**Run 1: cell density map**

11 x 9 tiles, from white (low) to dark blue (high), 0 to 100% covered.
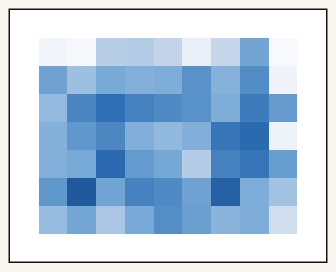
**Run 1: I/O pins on the die edge**

Pins as bars across the die edge, other pins in gray.
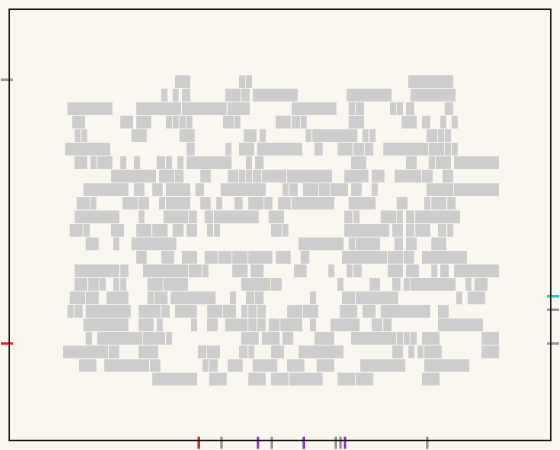
**Run 1: the metal 3 layer**

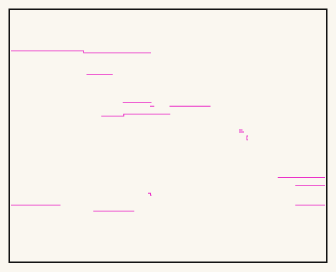
## config.mk

```make
export PLATFORM = sky130hd
export DESIGN_NAME = motor_drive_supervisor
export DESIGN_NICKNAME = d
export VERILOG_FILES = /design/src/rtl/motor_supervisor_pkg.sv /design/src/rtl/sup_timer.sv /design/src/rtl/motor_drive_supervisor.sv
export SDC_FILE = /design/constraint.sdc
export NUM_CORES = 1
export LEC_CHECK = 0
export ABC_AREA = 0
export CORE_ASPECT_RATIO = 0.75
export CORE_MARGIN = 10
export CORE_UTILIZATION = 45
export CTS_CLUSTER_DIAMETER = 200
export DETAILED_ROUTE_END_ITERATION = 7
export PLACE_DENSITY_LB_ADDON = 0.1
export SLEW_MARGIN = 30
export SYNTH_ARGS = -nofsm -noshare
export SYNTH_HDL_FRONTEND = slang
export SYNTH_HIERARCHICAL = 1
export SYNTH_SLANG_ARGS = --single-unit
```

## constraint.sdc

```tcl
create_clock -name clk -period 3.55 [get_ports clk]
set_input_delay 0.71 -clock clk [delete_from_list [all_inputs] [get_ports clk]]
set_output_delay 0.71 -clock clk [all_outputs]
set_load 0.02 [all_outputs]
```

## src/rtl/motor_supervisor_pkg.sv

```systemverilog
// motor_supervisor_pkg
// Shared types and constants for the motor drive supervisor slice.
//   sup_state_t      : 3-bit FSM state encoding, also driven out on the `state` port
//   TRIP_LOG_W       : width of the optional lifetime trip counter
//   state_drives_en  : true for the states in which the host requests reach the drivers
package motor_supervisor_pkg;

  typedef enum logic [2:0] {
    IDLE      = 3'd0,
    SOFTSTART = 3'd1,
    RUN       = 3'd2,
    TRIP      = 3'd3,
    COOLDOWN  = 3'd4,
    LOCKOUT   = 3'd5
  } sup_state_t;

  localparam int TRIP_LOG_W = 16;

  // Only SOFTSTART and RUN pass the host requests through to the motor enables.
  function automatic logic state_drives_en(input sup_state_t s);
    logic on;
    case (s)
      SOFTSTART: on = 1'b1;
      RUN:       on = 1'b1;
      default:   on = 1'b0;
    endcase
    return on;
  endfunction

endpackage

```

## src/rtl/sup_timer.sv

```systemverilog
// sup_timer
// 32-bit loadable down-counter shared by every timed supervisor state.
// Counts down by one per cycle and holds at zero until reloaded.
//   clk, rst  : clock, asynchronous active-high reset (count cleared to 0)
//   load      : load `load_val` on the next edge (takes priority over counting)
//   load_val  : value to load
//   zero      : high while the count is 0
module sup_timer (
  input  logic        clk,
  input  logic        rst,
  input  logic        load,
  input  logic [31:0] load_val,
  output logic        zero
);

  logic [31:0] count;

  // Down-counter with load priority, saturating at zero.
  always_ff @(posedge clk or posedge rst) begin
    if (rst) begin
      count <= 32'd0;
    end else if (load) begin
      count <= load_val;
    end else if (count != 32'd0) begin
      count <= count - 32'd1;
    end else begin
      count <= count;
    end
  end

  assign zero = (count == 32'd0);

endmodule

```

## src/rtl/motor_drive_supervisor.sv

```systemverilog
// motor_drive_supervisor
// Sole owner of the motor driver enables. Sequences the motors through
// IDLE -> SOFTSTART -> RUN, trips on over-current, enforces a cool-down,
// retries, and latches LOCKOUT after too many trips until `clear`.
// Optional feature macro: MOTOR_TRIP_LOG_EN adds the `trip_total` port and
// its 16-bit saturating lifetime trip counter.
//   clk, rst            : clock, asynchronous active-high reset
//   en_req_a, en_req_b  : host enable requests (levels)
//   oc_flag             : over-current indication (level, synchronous)
//   clear               : single-cycle pulse releasing LOCKOUT
//   en_a, en_b          : registered motor enables
//   state               : current FSM state (sup_state_t encoding)
//   lockout             : high while in LOCKOUT
//   retry_cnt           : trips since the last RUN window reset
//   trip_total          : lifetime trip count (MOTOR_TRIP_LOG_EN only)
module motor_drive_supervisor
  import motor_supervisor_pkg::*;
#(
  parameter int SOFTSTART_CYC = 1000,
  parameter int COOLDOWN_CYC  = 200000000,
  parameter int RETRY_MAX     = 3,
  parameter int WINDOW_CYC    = 1000000000
) (
  input  logic                           clk,
  input  logic                           rst,
  input  logic                           en_req_a,
  input  logic                           en_req_b,
  input  logic                           oc_flag,
  input  logic                           clear,
  output logic                           en_a,
  output logic                           en_b,
  output logic [2:0]                     state,
  output logic                           lockout,
  output logic [$clog2(RETRY_MAX+1)-1:0] retry_cnt
`ifdef MOTOR_TRIP_LOG_EN
  ,
  output logic [TRIP_LOG_W-1:0]          trip_total
`endif
);

  // The port width cannot always represent RETRY_MAX+1 (e.g. RETRY_MAX=3),
  // so the lockout decision uses a counter one value wider; the port shows
  // the same count clamped to what it can hold.
  localparam int RW = $clog2(RETRY_MAX + 1);
  localparam int CW = $clog2(RETRY_MAX + 2);

  localparam logic [CW-1:0] RETRY_LIMIT = CW'(RETRY_MAX);
  localparam logic [CW-1:0] RETRY_SAT   = CW'(RETRY_MAX + 1);
  localparam logic [CW-1:0] PORT_MAX    = CW'((1 << RW) - 1);

  localparam logic [31:0] SS_LOAD  = 32'(SOFTSTART_CYC - 1);
  localparam logic [31:0] CD_LOAD  = 32'(COOLDOWN_CYC - 1);
  localparam logic [31:0] WIN_LOAD = 32'(WINDOW_CYC - 1);

  function automatic logic [CW-1:0] retry_inc(input logic [CW-1:0] v);
    logic [CW-1:0] r;
    if (v >= RETRY_SAT) begin
      r = v;
    end else begin
      r = v + {{(CW-1){1'b0}}, 1'b1};
    end
    return r;
  endfunction

  function automatic logic [RW-1:0] retry_to_port(input logic [CW-1:0] v);
    logic [CW-1:0] c;
    if (v > PORT_MAX) begin
      c = PORT_MAX;
    end else begin
      c = v;
    end
    return c[RW-1:0];
  endfunction

  sup_state_t    cur_state;
  sup_state_t    nxt_state;
  logic [CW-1:0] retry_count;
  logic [CW-1:0] nxt_retry;
  logic          tmr_load;
  logic [31:0]   tmr_val;
  logic          tmr_zero;
  logic          any_req;

  assign any_req = en_req_a | en_req_b;
  assign state   = cur_state;

  sup_timer u_timer (
    .clk      (clk),
    .rst      (rst),
    .load     (tmr_load),
    .load_val (tmr_val),
    .zero     (tmr_zero)
  );

  // Next-state, timer-load and retry decisions; oc_flag > request drop > timer expiry.
  always_comb begin
    nxt_state = cur_state;
    nxt_retry = retry_count;
    tmr_load  = 1'b0;
    tmr_val   = 32'd0;
    case (cur_state)
      IDLE: begin
        if (any_req && !oc_flag) begin
          nxt_state = SOFTSTART;
          tmr_load  = 1'b1;
          tmr_val   = SS_LOAD;
        end else begin
          nxt_state = IDLE;
        end
      end
      SOFTSTART: begin
        if (oc_flag) begin
          nxt_state = TRIP;
          nxt_retry = retry_inc(retry_count);
        end else if (!any_req) begin
          nxt_state = IDLE;
        end else if (tmr_zero) begin
          nxt_state = RUN;
          tmr_load  = 1'b1;
          tmr_val   = WIN_LOAD;
        end else begin
          nxt_state = SOFTSTART;
        end
      end
      RUN: begin
        if (oc_flag) begin
          nxt_state = TRIP;
          nxt_retry = retry_inc(retry_count);
        end else if (!any_req) begin
          nxt_state = IDLE;
        end else if (tmr_zero) begin
          // A full window of clean running forgives earlier trips.
          nxt_state = RUN;
          nxt_retry = {CW{1'b0}};
          tmr_load  = 1'b1;
          tmr_val   = WIN_LOAD;
        end else begin
          nxt_state = RUN;
        end
      end
      TRIP: begin
        // retry_count was already bumped on entry to TRIP.
        if (retry_count > RETRY_LIMIT) begin
          nxt_state = LOCKOUT;
        end else begin
          nxt_state = COOLDOWN;
          tmr_load  = 1'b1;
          tmr_val   = CD_LOAD;
        end
      end
      COOLDOWN: begin
        if (tmr_zero && !oc_flag) begin
          if (any_req) begin
            nxt_state = SOFTSTART;
            tmr_load  = 1'b1;
            tmr_val   = SS_LOAD;
          end else begin
            nxt_state = IDLE;
          end
        end else begin
          nxt_state = COOLDOWN;
        end
      end
      LOCKOUT: begin
        if (clear && !oc_flag) begin
          nxt_state = IDLE;
          nxt_retry = {CW{1'b0}};
        end else begin
          nxt_state = LOCKOUT;
        end
      end
      default: begin
        nxt_state = IDLE;
        nxt_retry = retry_count;
      end
    endcase
  end

  // FSM state plus all outputs, decoded from the next state so they line up with it.
  always_ff @(posedge clk or posedge rst) begin
    if (rst) begin
      cur_state   <= IDLE;
      en_a        <= 1'b0;
      en_b        <= 1'b0;
      lockout     <= 1'b0;
      retry_count <= {CW{1'b0}};
      retry_cnt   <= {RW{1'b0}};
    end else begin
      cur_state   <= nxt_state;
      en_a        <= state_drives_en(nxt_state) & en_req_a;
      en_b        <= state_drives_en(nxt_state) & en_req_b;
      lockout     <= (nxt_state == LOCKOUT);
      retry_count <= nxt_retry;
      retry_cnt   <= retry_to_port(nxt_retry);
    end
  end

`ifdef MOTOR_TRIP_LOG_EN
  // Lifetime trip counter: one count per TRIP entry, saturating, cleared only by rst.
  always_ff @(posedge clk or posedge rst) begin
    if (rst) begin
      trip_total <= {TRIP_LOG_W{1'b0}};
    end else if ((nxt_state == TRIP) && (cur_state != TRIP) &&
                 (trip_total != {TRIP_LOG_W{1'b1}})) begin
      trip_total <= trip_total + {{(TRIP_LOG_W-1){1'b0}}, 1'b1};
    end else begin
      trip_total <= trip_total;
    end
  end
`endif

endmodule
```

==> flow_summary.ini, run 1 <==
; implementation run metrics
[cells_and_area]
mostFrequentLayoutCell = nand2_1
lay_top_cells = nand2_1 (44), dfrtp_1 (43), xnor2_1 (26), o21ai_1 (25), nor2_1 (17)
fin_util_pct = 52.1
area_growth_pct = 13.4
final-comb-area_sq_um = 1500
drive_above_1_share_pct = 12.4
fin_nets = 316
flop_area_sq_um = 1080
fill_cells = 576
diodes = 0
final_cell_area_sq_um = 3010

[global_routing]
antenna_found_initial = 0
grt.overflow.total = 0
grt_max_degree = 33
gr-usage-all-layers_pct = 12.8

[final_timing]
hold_violations = 0
setup_viol = 0
period_used_pct = 94.0
report.final.slew_viol_count = 0
finalSetupTns_ns = 0
grt_setup_unrepaired = no
slew_headroom_pct = 49.4
fmax_mhz = 300
post-route-min-period_ns = 3.34

[pwr]
pwr-share-clk_pct = 13.1
peakVddDrop_uv = 350
powerDensity_nw_per_um2 = 862
combPwrFrac_pct = 50.9
p_sw_mw = 1.13
seq_power_share_pct = 36.0
power_mw = 2.59

[cts]
cts_resized = 0
h-tree-depth = 2
post_cts_buffers = 0
clk_pin_slew_worst_paths_ns = 0.08
cts_tree = built
cts_hold_repair.buffers = 0
cts_buffer_depth = 2
numCtsBuffers = 5
clock_latency_ns = 0.29
clock_sinks = 43

[worst_hold_path]
hold_class = reg2reg
hold_path_depth = 2
worstHoldStart = u_timer/count[23]
worstHoldEndpoint = u_timer/count[23]

[setup_path]
r2r_cells = 11
r2r_end = u_timer/count[30]
worstSetupPathType = reg2reg
rr_startpoint = u_timer/count[19]
reg2reg_slack_ns = 0.21
required_ns = 3.73
endpoint_kind = register
arrival_ns = 3.52
crit_fanout = 25

[die]
core_area_sq_um = 5770
die_x_um = 109
ios = 14
chipArea_sq_um = 9390

[route]
viasPerCell = 5.16
drc = 0
wl_per_cell_um = 14.8
met1_length_mm = 3.15
routed.top_layer = met4
firstDrtPassIters = 4
vias = 1987
first_iter_violations = 190
drtAntennaViolNets = 0

[synthesis]
yosysTopAreaCellShare_pct = 40.6
yosysUniqueCellTypes = 56
syn_avg_cell_area_sq_um = 9.30
synthCells = 285
yosys-stat-area_sq_um = 2650
synth-seq-cells = 43
yosysWarnings = 6
yosysTopAreaCell = dfrtp_1
async_flop_share_pct = 100
edf_count = 0
netlist_area_sq_um = 2650

[place]
place_hpwl_mm = 4.00
port_buffers = 13

[status]
outcome = completed

[run]
maxCapViolCount = 0
-- 'cell density map' (at the start) --
nearly empty tiles	36%
tiles over 75% full	4.0%
densest ninth of the die	center
fullest tile	83%
mean over tiles	31%

-- 'I/O pins on the die edge' (at the start) --
color	port	pins	direction	edge
red	retry_cnt	2	output	1 west, 1 south
cyan	rst	1	input	east
purple	state	3	output	south
all pins by edge	9 south, 3 east, 2 west

-- 'the metal 3 layer' (at the start) --
nets with wire on the layer	13
share of all routed wire	3.1%
longest straight run	24.8 um
main direction	horizontal

[run 1: power by group through the flow]
stage               sequential (mW)  combinational [mW]  clock [mW]
floorplan                     0.892                1.05           0
global placement              0.935                1.29           0
detailed placement            0.938                1.30           0
CTS                           0.931                1.31       0.354
global route                  0.968                1.47       0.372
finish                        0.934                1.32       0.340
[run 1: sequential cells by signal, summed over array words and instances (netlist names)]
register and count:
retry_count 3, en_a 1, u_timer/count 32, en_b 1, lockout 1, state 3
retry_cnt 2
[run 1: stage by stage]
step,setup WS [ns],cells,hold WS [ns]
6_report,0.212,385,0.578
5_1_grt,0.00847,385,0.597
4_1_cts,0.185,385,0.580
3_5_place_dp,0.206,377,0.563
3_3_place_gp,0.219,377,0.559
2_1_floorplan,0.0137,291,0.530
[run 1: cells by family after synthesis]
family | Yosys count | synth area share, %
simple gates | 127 | 27.5
compound gates | 52 | 13.8
flops | 43 | 40.6
xor+xnor | 31 | 10.2
buf+inv | 23 | 4.25
fa+ha+maj | 4 | 1.89
mux | 4 | 1.56
other cells | 1 | 0.141
[run 1: worst max-delay path, cell delays in order, from the launching register on]
cell and delay [ns]:
dfrtp_1 0.43, or4_1 0.56, or2_1 0.37, nor4b_4 0.35, nand2b_1 0.18, or4b_4 0.53, a21oi_4 0.16, or2_4 0.14
buf_4 0.27, nor2_1 0.07, nand4_1 0.09, nand3_1 0.07
[run 1: layer usage]
layer	track usage, %	up-vias
li1	-	1024
met1	18.9	938
met2	18.5	23
met3	3.11	2
met4	2.27	0
met5	0	-
[run 1: cells in the mapped netlist, types with 5 or more instances]
library cell  number
nand2_1           44
nor3_1            12
o31ai_1            8
xnor2_1           26
nand2b_1           6
xor2_1             5
inv_1             10
nor2_1            17
dfrtp_1           43
or3_1              5
clkbuf_1           5
o21ai_1           25
nor4_1            10
[run 1: cell type report]
cell class / count / share of cell area [%]
multi-input combinational: 225 / 50.0
timing repair buffer: 21 / 6.33
inverter: 10 / 1.25
tap: 78 / 3.25
sequential: 43 / 35.8
clock buffer: 8 / 3.33
[run 1: worst max path at each step]
stage                            startpoint                 to
after floorplan           u_timer/count[19]  u_timer/count[11]
after global placement    u_timer/count[24]   u_timer/count[4]
after detailed placement  u_timer/count[24]  u_timer/count[29]
after CTS                 u_timer/count[24]  u_timer/count[29]
after global routing      u_timer/count[19]   u_timer/count[5]
final                     u_timer/count[19]  u_timer/count[30]
==> inputs of run 2 (changes only) <==
- CTS_CLUSTER_SIZE: not set -> 12
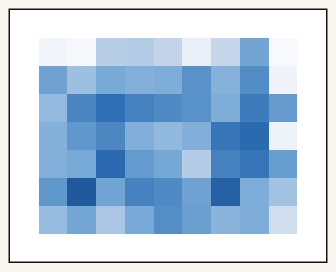
**Above:** run 2 (cell density map).
11 x 9 tiles, from white (low) to dark blue (high), 0 to 100% covered.
fullest tile	83%
mean over tiles	31%
densest ninth of the die	center

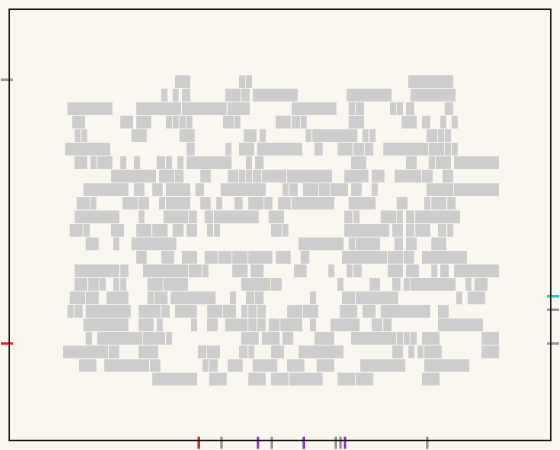
**Above:** run 2 (I/O pins on the die edge).
Pins as bars across the die edge, other pins in gray.
Die X: 109 um
Die Y-Extent: 86.5 um

==> flow_summary.ini, run 2 <==
; implementation run metrics
[setup_path]
endpoint_kind = register
crit_fanout = 25
rr_startpoint = u_timer/count[19]
r2r_end = u_timer/count[30]
arrival_ns = 3.52
required_ns = 3.73
worstSetupPathType = reg2reg
reg2reg_slack_ns = 0.21

[final_timing]
report.final.slew_viol_count = 0
setup_slack_ns = 0.212
fmax_mhz = 300
hold_violations = 0
post-route-min-period_ns = 3.34
slew_headroom_pct = 49.4
finalSetupTns_ns = 0

[cts]
cts_hold_repair.buffers = 0
clk_pin_slew_worst_paths_ns = 0.08
post_cts_buffers = 0
numCtsBuffers = 5
cts_buffer_depth = 2
cts_tree = built
clock_sinks = 43
h-tree-depth = 2

[synthesis]
yosysTopAreaCellShare_pct = 40.6
edf_count = 0
synth-seq-cells = 43
yosysTopAreaCell = dfrtp_1
yosysWarnings = 6
async_flop_share_pct = 100
common_cells = nand2_1 (44), dfrtp_1 (43), xnor2_1 (26), o21ai_1 (25), nor2_1 (17)
synthCells = 285
netlist_area_sq_um = 2650
syn_avg_cell_area_sq_um = 9.30
yosysUniqueCellTypes = 56
most_common_cell = nand2_1

[global_routing]
gr-usage-all-layers_pct = 12.8
antenna_found_initial = 0
grt_max_degree = 33
grt.overflow.total = 0

[pwr]
powerDensity_nw_per_um2 = 862
peakVddDrop_uv = 350

[place]
port_buffers = 13
place_hpwl_mm = 4.00
place_ws_ns = 0.206

[die]
chipArea_sq_um = 9390
ios = 14
core_area_sq_um = 5770

[cells_and_area]
fill_cells = 576
area_growth_pct = 13.4
fin_util_pct = 52.1
lay_top_cells = nand2_1 (44), dfrtp_1 (43), xnor2_1 (26), o21ai_1 (25), nor2_1 (17)
mostFrequentLayoutCell = nand2_1
drive_above_1_share_pct = 12.4
final_cell_area_sq_um = 3010
diodes = 0
largest_register = u_timer/count
largest_register_ffs = 32
instances_no_fill = 385

[worst_hold_path]
hold_path_depth = 2
hold_class = reg2reg
worstHoldStart = u_timer/count[23]

[route]
vias = 1987
viasPerCell = 5.16
wl_per_cell_um = 14.8
firstDrtPassIters = 4
drtAntennaViolNets = 0
first_iter_violations = 190

[status]
outcome = completed

[run]
maxCapViolCount = 0
run 2: power breakdown:
group | internal (mW) | switching [mW] | leakage, nW | total, mW
registers | 0.692 | 0.241 | 0.557 | 0.934
clock network | 0.178 | 0.162 | 0.0515 | 0.340
logic | 0.593 | 0.724 | 0.577 | 1.32
run 2: layer usage:
| layer | GRT usage (%) | up-vias | part of all wire (%) |
|---|---|---|---|
| li1 | - | 1024 | - |
| met1 | 18.9 | 938 | 55 |
| met2 | 18.5 | 23 | 41 |
| met3 | 3.11 | 2 | 3.1 |
| met4 | 2.27 | 0 | 0.32 |
| met5 | 0 | - | 0 |
run 2: kinds of logic (layout without fill, tap and decap cells):
| family | count (synthesis) | after routing | synth area share (%) |
|---|---|---|---|
| AND/OR/NAND/NOR | 127 | 127 | 27.5 |
| AND-OR/OR-AND | 52 | 52 | 13.8 |
| flip-flops | 43 | 43 | 40.6 |
| XOR/XNOR | 31 | 31 | 10.2 |
| buffers and inverters | 23 | 39 | 4.25 |
| adder cells (fa/ha/maj) | 4 | 4 | 1.89 |
| multiplexers | 4 | 4 | 1.56 |
| other | 1 | 7 | 0.141 |
run 2: layout make-up:
class                   count  area (sq um)  area share [%]
flip-flops and latches     43          1080            35.8
well taps                  78          97.6            3.25
repair buffers             21           190            6.33
inverters                  10          37.5            1.25
clock buffers               8           100            3.33
multi-input cells         225          1500            50.0
run 2: critical path: stages, from the launching register on:
cell and delay (ns):
dfrtp_1 0.43, or4_1 0.56, or2_1 0.37, nor4b_4 0.35, nand2b_1 0.18, or4b_4 0.53
a21oi_4 0.16, or2_4 0.14, buf_4 0.27, nor2_1 0.07, nand4_1 0.09, nand3_1 0.07
run 2: metrics by stage:
stage          hold slack [ns]  power, mW
6_report                 0.578       2.59
5_1_grt                  0.597       2.81
4_1_cts                  0.580       2.59
3_5_place_dp             0.563       2.24
3_3_place_gp             0.559       2.22
2_1_floorplan            0.530       1.94
run 2: repair_timing:
action                     in CTS  in global routing
hold endpoints to repair        0                  0
setup endpoints to repair       0                 18
gates resized                   0                  2
run 2: worst max-delay path by stage:
stage | from | end | slack [ns] | cells after the start
6_report | u_timer/count[19] | u_timer/count[30] | 0.21 | 11
5_1_grt | u_timer/count[19] | u_timer/count[5] | 0.008 | 11
4_1_cts | u_timer/count[24] | u_timer/count[29] | 0.18 | 9
3_5_place_dp | u_timer/count[24] | u_timer/count[29] | 0.21 | 9
3_3_place_gp | u_timer/count[24] | u_timer/count[4] | 0.22 | 9
2_1_floorplan | u_timer/count[19] | u_timer/count[11] | 0.01 | 13
==> inputs of run 3 (changes only) <==
- CTS_CLUSTER_DIAMETER: 200 -> not set
- clock period: 3.55 -> 3.1 ns (I/O delays scaled with it)
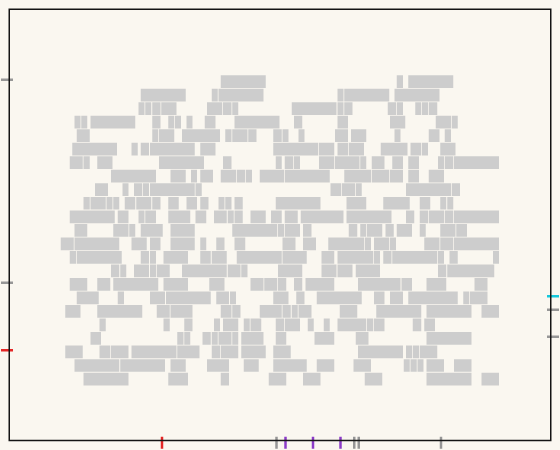
**Above:** run 3 (I/O pins on the die edge).
Pins as bars across the die edge, other pins in gray.
color	port	pins	direction	edge
purple	state	3	output	south
red	retry_cnt	2	output	1 west, 1 south
cyan	rst	1	input	east

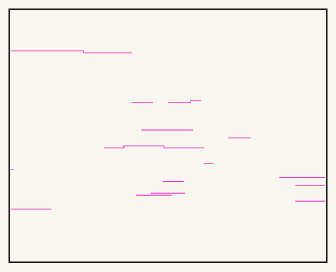
**Above:** run 3 (the metal 3 layer).
longest straight run	24.8 um
wire length on this layer	204 um
share of all routed wire	3.6%

==> flow_summary.ini, run 3 <==
; implementation run metrics
[setup_path]
worstSetupPathType = reg2reg
cp_slowest_cell = or4_4
endpoint_kind = register
arrival_ns = 3.17
path_cells = or4_4 -> or2_4 -> nor4b_4 -> nand2b_4 -> or4b_4 -> a21oi_4 -> or2_4 -> or2_4 -> o21ai_1
cpPeakStageDelay_ns = 0.52
startpoint_type = register
required_ns = 3.27
crit_fanout = 21
crit_family = simple AND/OR/NAND/NOR gates
path_buffers = 0
cpMostUsedCell = or2_4

[final_timing]
setup_viol = 0
fmax_mhz = 334
slew_headroom_pct = 62.7
finalHoldWorstSlack_ns = 0.584
period_used_pct = 96.6
max_slew.worst_pin.slew_ns = 0.559
finClkSkew_ns = 0.0101
post-route-min-period_ns = 3.00
report.final.slew_viol_count = 0
finalSetupTns_ns = 0
grt_setup_unrepaired = yes
hold_violations = 0

[synthesis]
yosys_cells = 285
yosysTopAreaCellShare_pct = 40.6
async_flop_share_pct = 100
synth_top_flop_cell = dfrtp_1
yosys-stat-area_sq_um = 2650
top_cells_by_area = dfrtp_1 (41%), xnor2_1 (8.6%), nand2_1 (6.2%), o21ai_1 (4.7%), nor2_1 (2.4%)
netlist_area_sq_um = 2650
yosysWarnings = 6
edf_count = 0
most_common_cell = nand2_1
common_cells = nand2_1 (44), dfrtp_1 (43), xnor2_1 (26), o21ai_1 (25), nor2_1 (17)
syn_avg_cell_area_sq_um = 9.30
yosysTopAreaCell = dfrtp_1
yosysUniqueCellTypes = 56
synthCells = 285
synth-seq-cells = 43
ys_seq_share_pct = 40.6

[global_routing]
gr-usage-met3_pct = 3.56
grt_max_degree = 33
grt_use_met2_pct = 18.3
met1_usage_pct = 19.7
grt_pass1_vias = 2006
antenna_found_initial = 0
grt_pass1_wl_mm = 10.1
top_usage_layer = met1
grt.overflow.total = 0
gr-usage-all-layers_pct = 13.1

[cts]
clock_latency_ns = 0.29
cts_buffer_depth = 2
clk_pin_slew_worst_paths_ns = 0.08
h-tree-depth = 2
clock_sinks = 43
numCtsBuffers = 5
cts_tree = built
cts_root_buf = clkbuf_8

[cells_and_area]
diodes = 0
largest_register_ffs = 32
mostFrequentLayoutCell = nand2_1
drive_above_1_share_pct = 17.1
flop_area_sq_um = 1080
fin_nets = 324
lay_top_cells = nand2_1 (44), dfrtp_1 (42), xnor2_1 (26), o21ai_1 (25), nor2_1 (17)
area_growth_pct = 18.1
final-comb-area_sq_um = 1540
fill_cells = 542
largest_register = u_timer/count

[die]
fp-row-count = 24
core_area_sq_um = 5770
ios = 14
initial_core_util_pct = 46.0
die_x_um = 109
die_h_um = 86.5
chipArea_sq_um = 9390

[place]
gp_congestion = 0.857
port_buffers = 13
place_hpwl_mm = 4.10

[route]
first_iter_violations = 111
route.final.wire_length_mm = 5.68
vias = 2056
wl_per_cell_um = 14.4
drc = 0
viasPerCell = 5.23
firstDrtPassIters = 4
drtAntennaViolNets = 0

[run]
tool_warnings = 30
maxCapViolCount = 0

[pwr]
switching_share_pct = 42.3
pwr-share-clk_pct = 12.5
powerDensity_nw_per_um2 = 1010
combPwrFrac_pct = 53.5
p_leak_nw = 1.24
p_sw_mw = 1.34
peakVddDrop_uv = 465
seq_power_share_pct = 33.9
internal_power_mw = 1.82

[worst_hold_path]
hold_class = reg2reg

[status]
outcome = completed
## run 3: cell counts after synthesis
No cell type changed its count.
## run 3: tightest hold or removal path, delay by kind of cell (launching register included)
family,cells,cell delay [ns]
AOI/OAI and AO/OA,1,0.05
xor gates and xnor gates,1,0.13
DFF,1,0.37
## run 3: final timing paths
path | endpoint | from | slack, ns | cells past startpoint
min reg2reg | u_timer/count[23] | u_timer/count[23] | 0.58 | 2
min in group asynchronous | lockout | rst | 0.66 | 2
min | u_timer/count[23] | u_timer/count[23] | 0.58 | 2
max in group asynchronous | u_timer/count[2] | rst | 2.04 | 3
max | u_timer/count[17] | u_timer/count[19] | 0.10 | 9
max reg2reg | u_timer/count[17] | u_timer/count[19] | 0.10 | 9
## run 3: cell type report
type,count,area share (%)
Inverter,10,1.20
Tap cell,78,3.12
Multi-Input combinational cell,225,49.3
Clock buffer,8,3.20
Sequential cell,43,34.4
Timing Repair Buffer,29,8.79
## run 3: power by group through the flow
stage                     Combinational [mW]  Clock (mW)  Sequential [mW]
after floorplan                         1.27           0             1.03
after global placement                  1.61           0             1.07
after detailed placement                1.62           0             1.08
after CTS                               1.64       0.414             1.07
after global routing                    1.88       0.442             1.11
final                                   1.69       0.396             1.07
## run 3: kinds of logic after synthesis
logic type      synth area share, %
mux                            1.56
simple gates                   27.5
buf+inv                        4.25
xor+xnor                       10.2
fa+ha+maj                      1.89
other cells                   0.141
compound gates                 13.8
flops                          40.6
## run 3: what timing repair did
item | CTS | global route
resized | 1 | 6
buffers inserted | 0 | 2
setup endpoints to repair | 1 | 23
pin swaps | 0 | 3
hold buffers | 0 | 0
endpoints found under the hold margin | 0 | 0
## run 3: per-stage QoR
stage | utilization [%] | setup slack (ns) | instance area, sq um | instances | power [mW]
after global placement | 51.9 | 0.123 | 2990 | 383 | 2.68
after global routing | 54.3 | -0.0430 | 3130 | 393 | 3.44
after CTS | 53.7 | 0.0557 | 3100 | 391 | 3.13
after floorplan | - | -0.234 | 2750 | 291 | 2.30
final | 54.3 | 0.105 | 3130 | 393 | 3.16
after detailed placement | 51.9 | 0.0237 | 2990 | 383 | 2.71
## run 3: per-layer routing
metal | routed length (um) | up-vias
met2 | 2340 | 24
li1 | - | 1044
met3 | 204 | 4
met4 | 22 | 0
met5 | 0 | -
met1 | 3110 | 984
Power and IR drop assume default switching activity.
